### src/rtl/scale_key_ctrl.sv
// Key-driven output-resolution controller: debounced keys with auto-repeat step clamped H/V
// counts, fetch matching scale factors from external ROMs and commit all four on a frame boundary.
module scale_key_ctrl #(
  parameter int unsigned NUM_W        = 11,
  parameter int unsigned SCALE_W      = 15,
  parameter int unsigned INIT_H       = 640,
  parameter int unsigned INIT_V       = 360,
  parameter int unsigned MIN_H        = 16,
  parameter int unsigned MAX_H        = 1920,
  parameter int unsigned MIN_V        = 16,
  parameter int unsigned MAX_V        = 1080,
  parameter int unsigned STEP         = 5,
  parameter int unsigned DEB_CYCLES   = 2000000,
  parameter int unsigned REPEAT_DELAY = 25,
  parameter int unsigned REPEAT_RATE  = 5,
  parameter int unsigned ROM_LAT      = 1
) (
  input  logic               clk,
  input  logic               rstn,
  input  logic               key1,
  input  logic               key2,
  input  logic               shift,
  input  logic               frame_start,
  output logic [NUM_W-1:0]   x_rom_addr,
  input  logic [SCALE_W-1:0] x_rom_data,
  output logic [NUM_W-1:0]   y_rom_addr,
  input  logic [SCALE_W-1:0] y_rom_data,
  output logic [SCALE_W-1:0] x_scale,
  output logic [SCALE_W-1:0] y_scale,
  output logic [NUM_W-1:0]   TARGET_H_NUM,
  output logic [NUM_W-1:0]   TARGET_V_NUM,
  output logic               cfg_update
);

  localparam int unsigned TickW   = (DEB_CYCLES > 1) ? $clog2(DEB_CYCLES) : 1;
  localparam int unsigned HoldMax = (REPEAT_DELAY > REPEAT_RATE) ? REPEAT_DELAY : REPEAT_RATE;
  localparam int unsigned HoldW   = $clog2(HoldMax + 1);
  localparam int unsigned LatW    = (ROM_LAT > 0) ? $clog2(ROM_LAT + 1) : 1;
  localparam int unsigned ArW     = NUM_W + 1;

  typedef enum logic [1:0] {StIdle, StLookup, StReady} state_e;

  state_e                 state_q, state_d;
  logic [TickW-1:0]       tick_cnt_q, tick_cnt_d;
  logic                   tick, tick_q;
  logic [1:0]             key_meta_q, key_sync_q;
  logic [1:0]             key_scan_q, key_scan_prev_q;
  logic [1:0][HoldW-1:0]  hold_q, hold_d;
  logic [1:0]             rep_q, rep_d, fire, evt;
  logic [NUM_W-1:0]       h_pend_q, h_pend_d, v_pend_q, v_pend_d;
  logic [SCALE_W-1:0]     x_pend_q, x_pend_d, y_pend_q, y_pend_d;
  logic [LatW-1:0]        lat_q, lat_d;
  logic                   dirty, commit;
  logic [NUM_W-1:0]       tgt_h_q, tgt_v_q;
  logic [SCALE_W-1:0]     x_scale_q, y_scale_q;
  logic                   cfg_update_q;

  // Widened arithmetic so neither the add nor the subtract can wrap before the clamp compare.
  function automatic logic [NUM_W-1:0] step_val(input logic [NUM_W-1:0] cur, input logic dec,
                                                input logic [ArW-1:0] lo, input logic [ArW-1:0] hi);
    logic [ArW-1:0] wide;
    wide = {1'b0, cur};
    if (dec) begin
      step_val = (wide < lo + ArW'(STEP)) ? lo[NUM_W-1:0] : NUM_W'(wide - ArW'(STEP));
    end else begin
      step_val = (wide + ArW'(STEP) > hi) ? hi[NUM_W-1:0] : NUM_W'(wide + ArW'(STEP));
    end
  endfunction

  assign tick       = (tick_cnt_q == TickW'(DEB_CYCLES - 1));
  assign tick_cnt_d = tick ? '0 : tick_cnt_q + 1'b1;

  always_comb begin
    hold_d = hold_q;
    rep_d  = rep_q;
    fire   = '0;
    evt    = '0;
    for (int i = 0; i < 2; i++) begin
      fire[i] = ~key_scan_q[i] & ~key_scan_prev_q[i] &
                (rep_q[i] ? (hold_q[i] == HoldW'(REPEAT_RATE))
                          : (hold_q[i] == HoldW'(REPEAT_DELAY)));
      evt[i]  = tick_q & ((key_scan_prev_q[i] & ~key_scan_q[i]) | fire[i]);
      if (tick_q) begin
        if (key_scan_q[i]) begin
          hold_d[i] = '0;
          rep_d[i]  = 1'b0;
        end else if (fire[i]) begin
          hold_d[i] = HoldW'(1);
          rep_d[i]  = 1'b1;
        end else begin
          hold_d[i] = hold_q[i] + 1'b1;
        end
      end
    end
  end

  always_comb begin
    h_pend_d = evt[0] ? step_val(h_pend_q, shift, ArW'(MIN_H), ArW'(MAX_H)) : h_pend_q;
    v_pend_d = evt[1] ? step_val(v_pend_q, shift, ArW'(MIN_V), ArW'(MAX_V)) : v_pend_q;
    dirty    = (h_pend_d != h_pend_q) | (v_pend_d != v_pend_q);
  end

  assign x_rom_addr = h_pend_q - 1'b1;
  assign y_rom_addr = v_pend_q - 1'b1;

  always_comb begin
    state_d  = state_q;
    lat_d    = lat_q;
    x_pend_d = x_pend_q;
    y_pend_d = y_pend_q;
    commit   = 1'b0;
    unique case (state_q)
      StIdle: begin
        if (dirty) begin
          state_d = StLookup;
          lat_d   = '0;
        end
      end
      StLookup: begin
        if (dirty) begin
          lat_d = '0;
        end else if (lat_q == LatW'(ROM_LAT)) begin
          x_pend_d = x_rom_data;
          y_pend_d = y_rom_data;
          state_d  = StReady;
        end else begin
          lat_d = lat_q + 1'b1;
        end
      end
      StReady: begin
        // A fresh key event outranks a coincident frame_start: the set would be stale.
        if (dirty) begin
          state_d = StLookup;
          lat_d   = '0;
        end else if (frame_start) begin
          commit  = 1'b1;
          state_d = StIdle;
        end
      end
      default: state_d = StLookup;
    endcase
  end

  always_ff @(posedge clk or negedge rstn) begin
    if (!rstn) begin
      state_q         <= StLookup;
      tick_cnt_q      <= '0;
      tick_q          <= 1'b0;
      key_meta_q      <= 2'b11;
      key_sync_q      <= 2'b11;
      key_scan_q      <= 2'b11;
      key_scan_prev_q <= 2'b11;
      hold_q          <= '0;
      rep_q           <= '0;
      h_pend_q        <= NUM_W'(INIT_H);
      v_pend_q        <= NUM_W'(INIT_V);
      x_pend_q        <= '0;
      y_pend_q        <= '0;
      lat_q           <= '0;
      tgt_h_q         <= NUM_W'(INIT_H);
      tgt_v_q         <= NUM_W'(INIT_V);
      x_scale_q       <= '0;
      y_scale_q       <= '0;
      cfg_update_q    <= 1'b0;
    end else begin
      state_q    <= state_d;
      tick_cnt_q <= tick_cnt_d;
      tick_q     <= tick;
      key_meta_q <= {key2, key1};
      key_sync_q <= key_meta_q;
      if (tick) begin
        key_scan_q      <= key_sync_q;
        key_scan_prev_q <= key_scan_q;
      end
      hold_q       <= hold_d;
      rep_q        <= rep_d;
      h_pend_q     <= h_pend_d;
      v_pend_q     <= v_pend_d;
      x_pend_q     <= x_pend_d;
      y_pend_q     <= y_pend_d;
      lat_q        <= lat_d;
      cfg_update_q <= commit;
      if (commit) begin
        tgt_h_q   <= h_pend_q;
        tgt_v_q   <= v_pend_q;
        x_scale_q <= x_pend_q;
        y_scale_q <= y_pend_q;
      end
    end
  end

  assign TARGET_H_NUM = tgt_h_q;
  assign TARGET_V_NUM = tgt_v_q;
  assign x_scale      = x_scale_q;
  assign y_scale      = y_scale_q;
  assign cfg_update   = cfg_update_q;

endmodule

### config.mk
export PLATFORM = sky130hd
export DESIGN_NAME = scale_key_ctrl
export DESIGN_NICKNAME = d
export VERILOG_FILES = /design/src/rtl/scale_key_ctrl.sv
export SDC_FILE = /design/constraint.sdc
export NUM_CORES = 1
export LEC_CHECK = 0
export CAP_MARGIN = 20
export CORE_ASPECT_RATIO = 0.9
export CORE_MARGIN = 5
export CORE_UTILIZATION = 58
export DETAILED_ROUTE_END_ITERATION = 10
export DONT_BUFFER_PORTS = 1
export GPL_ROUTABILITY_DRIVEN = 0
export HOLD_SLACK_MARGIN = 0.05
export PLACE_DENSITY = 0.76
export SYNTH_ARGS = -nofsm -noshare
export SYNTH_HDL_FRONTEND = slang
export SYNTH_SLANG_ARGS = --single-unit
### constraint.sdc
create_clock -name clk -period 3.4 [get_ports clk]
set_input_delay 0.68 -clock clk [delete_from_list [all_inputs] [get_ports clk]]
set_output_delay 0.68 -clock clk [all_outputs]
set_load 0.01 [all_outputs]
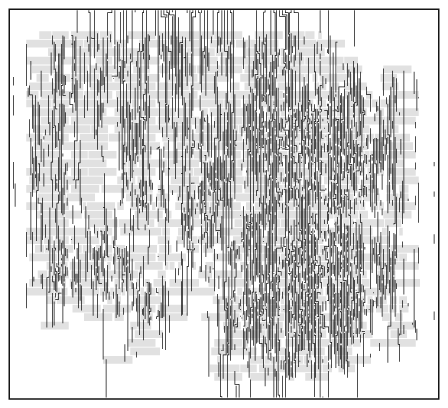
Fig. 1. Met2 routing.
Cells faint in the background.
- nets with wire on the layer: 836
- longest straight run: 45.2 um
met2 track utilization from global routing: 45.2%
total vias in the final route: 7,040

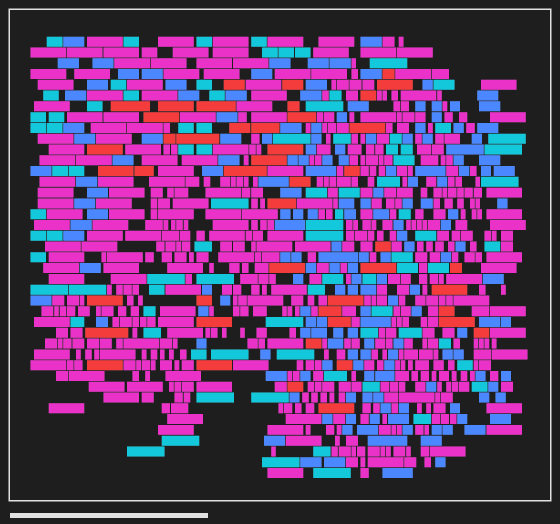
Fig. 2. Cells by drive strength.
Bar = 50 um.
- _0 and _1 cells: magenta (cells 572; share 65%)
- _3 and _4 cells: blue (cells 177; share 20%)
- _6 and larger: red (cells 46; share 5.2%)
- _2 cells: cyan (cells 86; share 9.8%)
worst-case setup margin in the final layout: -0.133 ns
non-clock buffer count in the final layout: 120
layout overhead on the synthesized area: 23.5%

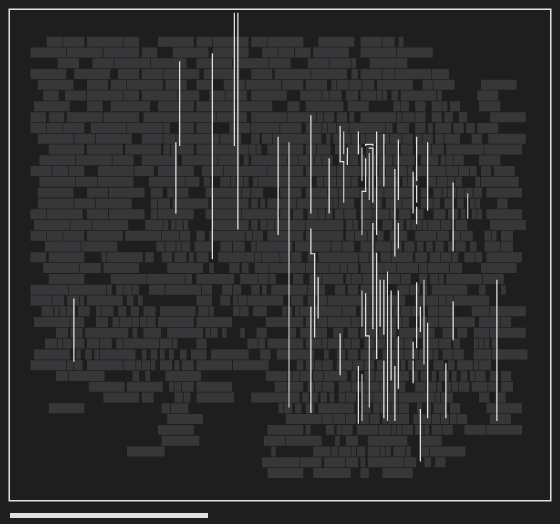
Fig. 3. Met4 routing.
Bar = 50 um. Cells faint in the background.
- main direction: vertical
- share of all routed wire: 4.5%
- longest straight run: 66.6 um
- nets with wire on the layer: 56
sum of routed wire length over all layers: 23.2 mm

==> qor.json <==
{
  "run_status": "complete, but fails checks",
  "failed_checks": "hold timing, setup timing",
  "synth.area.top_cells": "dfrtp_1 39%, mux2_4 9.6%, dfstp_2 6.6%",
  "diodes": 0,
  "grt_busiest_layer": "met2",
  "mappedNetlistArea_um2": 8310,
  "cp.arrival_ns": 3.85,
  "num-nets-final": 914,
  "setup_viol_count_final": 82,
  "path_class": "reg -> reg",
  "clockBufferCount": 18,
  "crit_path_max_incr_delay_ns": 0.45,
  "core_um2": 14100,
  "place.port_buffers": 0,
  "total_leakage_power_nw": 4.62,
  "largest_cell_class": "multi-input combinational cells",
  "dpl-instance-area_um2": 9070,
  "fmax_ghz": 0.283,
  "vias_per_std_cell": 6.55,
  "drt_first_iter_violations": 1048,
  "worstPathRequired_ns": 3.71,
  "global_route.usage.met3_pct": 8.24,
  "met2_length_mm": 11.2,
  "highest_layer": "met4",
  "whs_ns": -0.0623,
  "cell_depth_of_the_worst_flop_to_flop_path": 15,
  "max_ffs_per_register": 21,
  "grt_util_met1_pct": 32.2,
  "grt_antenna_before_repair": 0,
  "clock_path_buffers": 2,
  "netlist.top_cell.by_area": "dfrtp_1",
  "sh_seq_area_pct": 36.8,
  "postLayoutSetupSlackWorst_ns": -0.133,
  "pwr.group.sequential_mw": 1.97,
  "grt_first_pass_wirelength_mm": 35.9,
  "final-hold-violation-count": 129
}
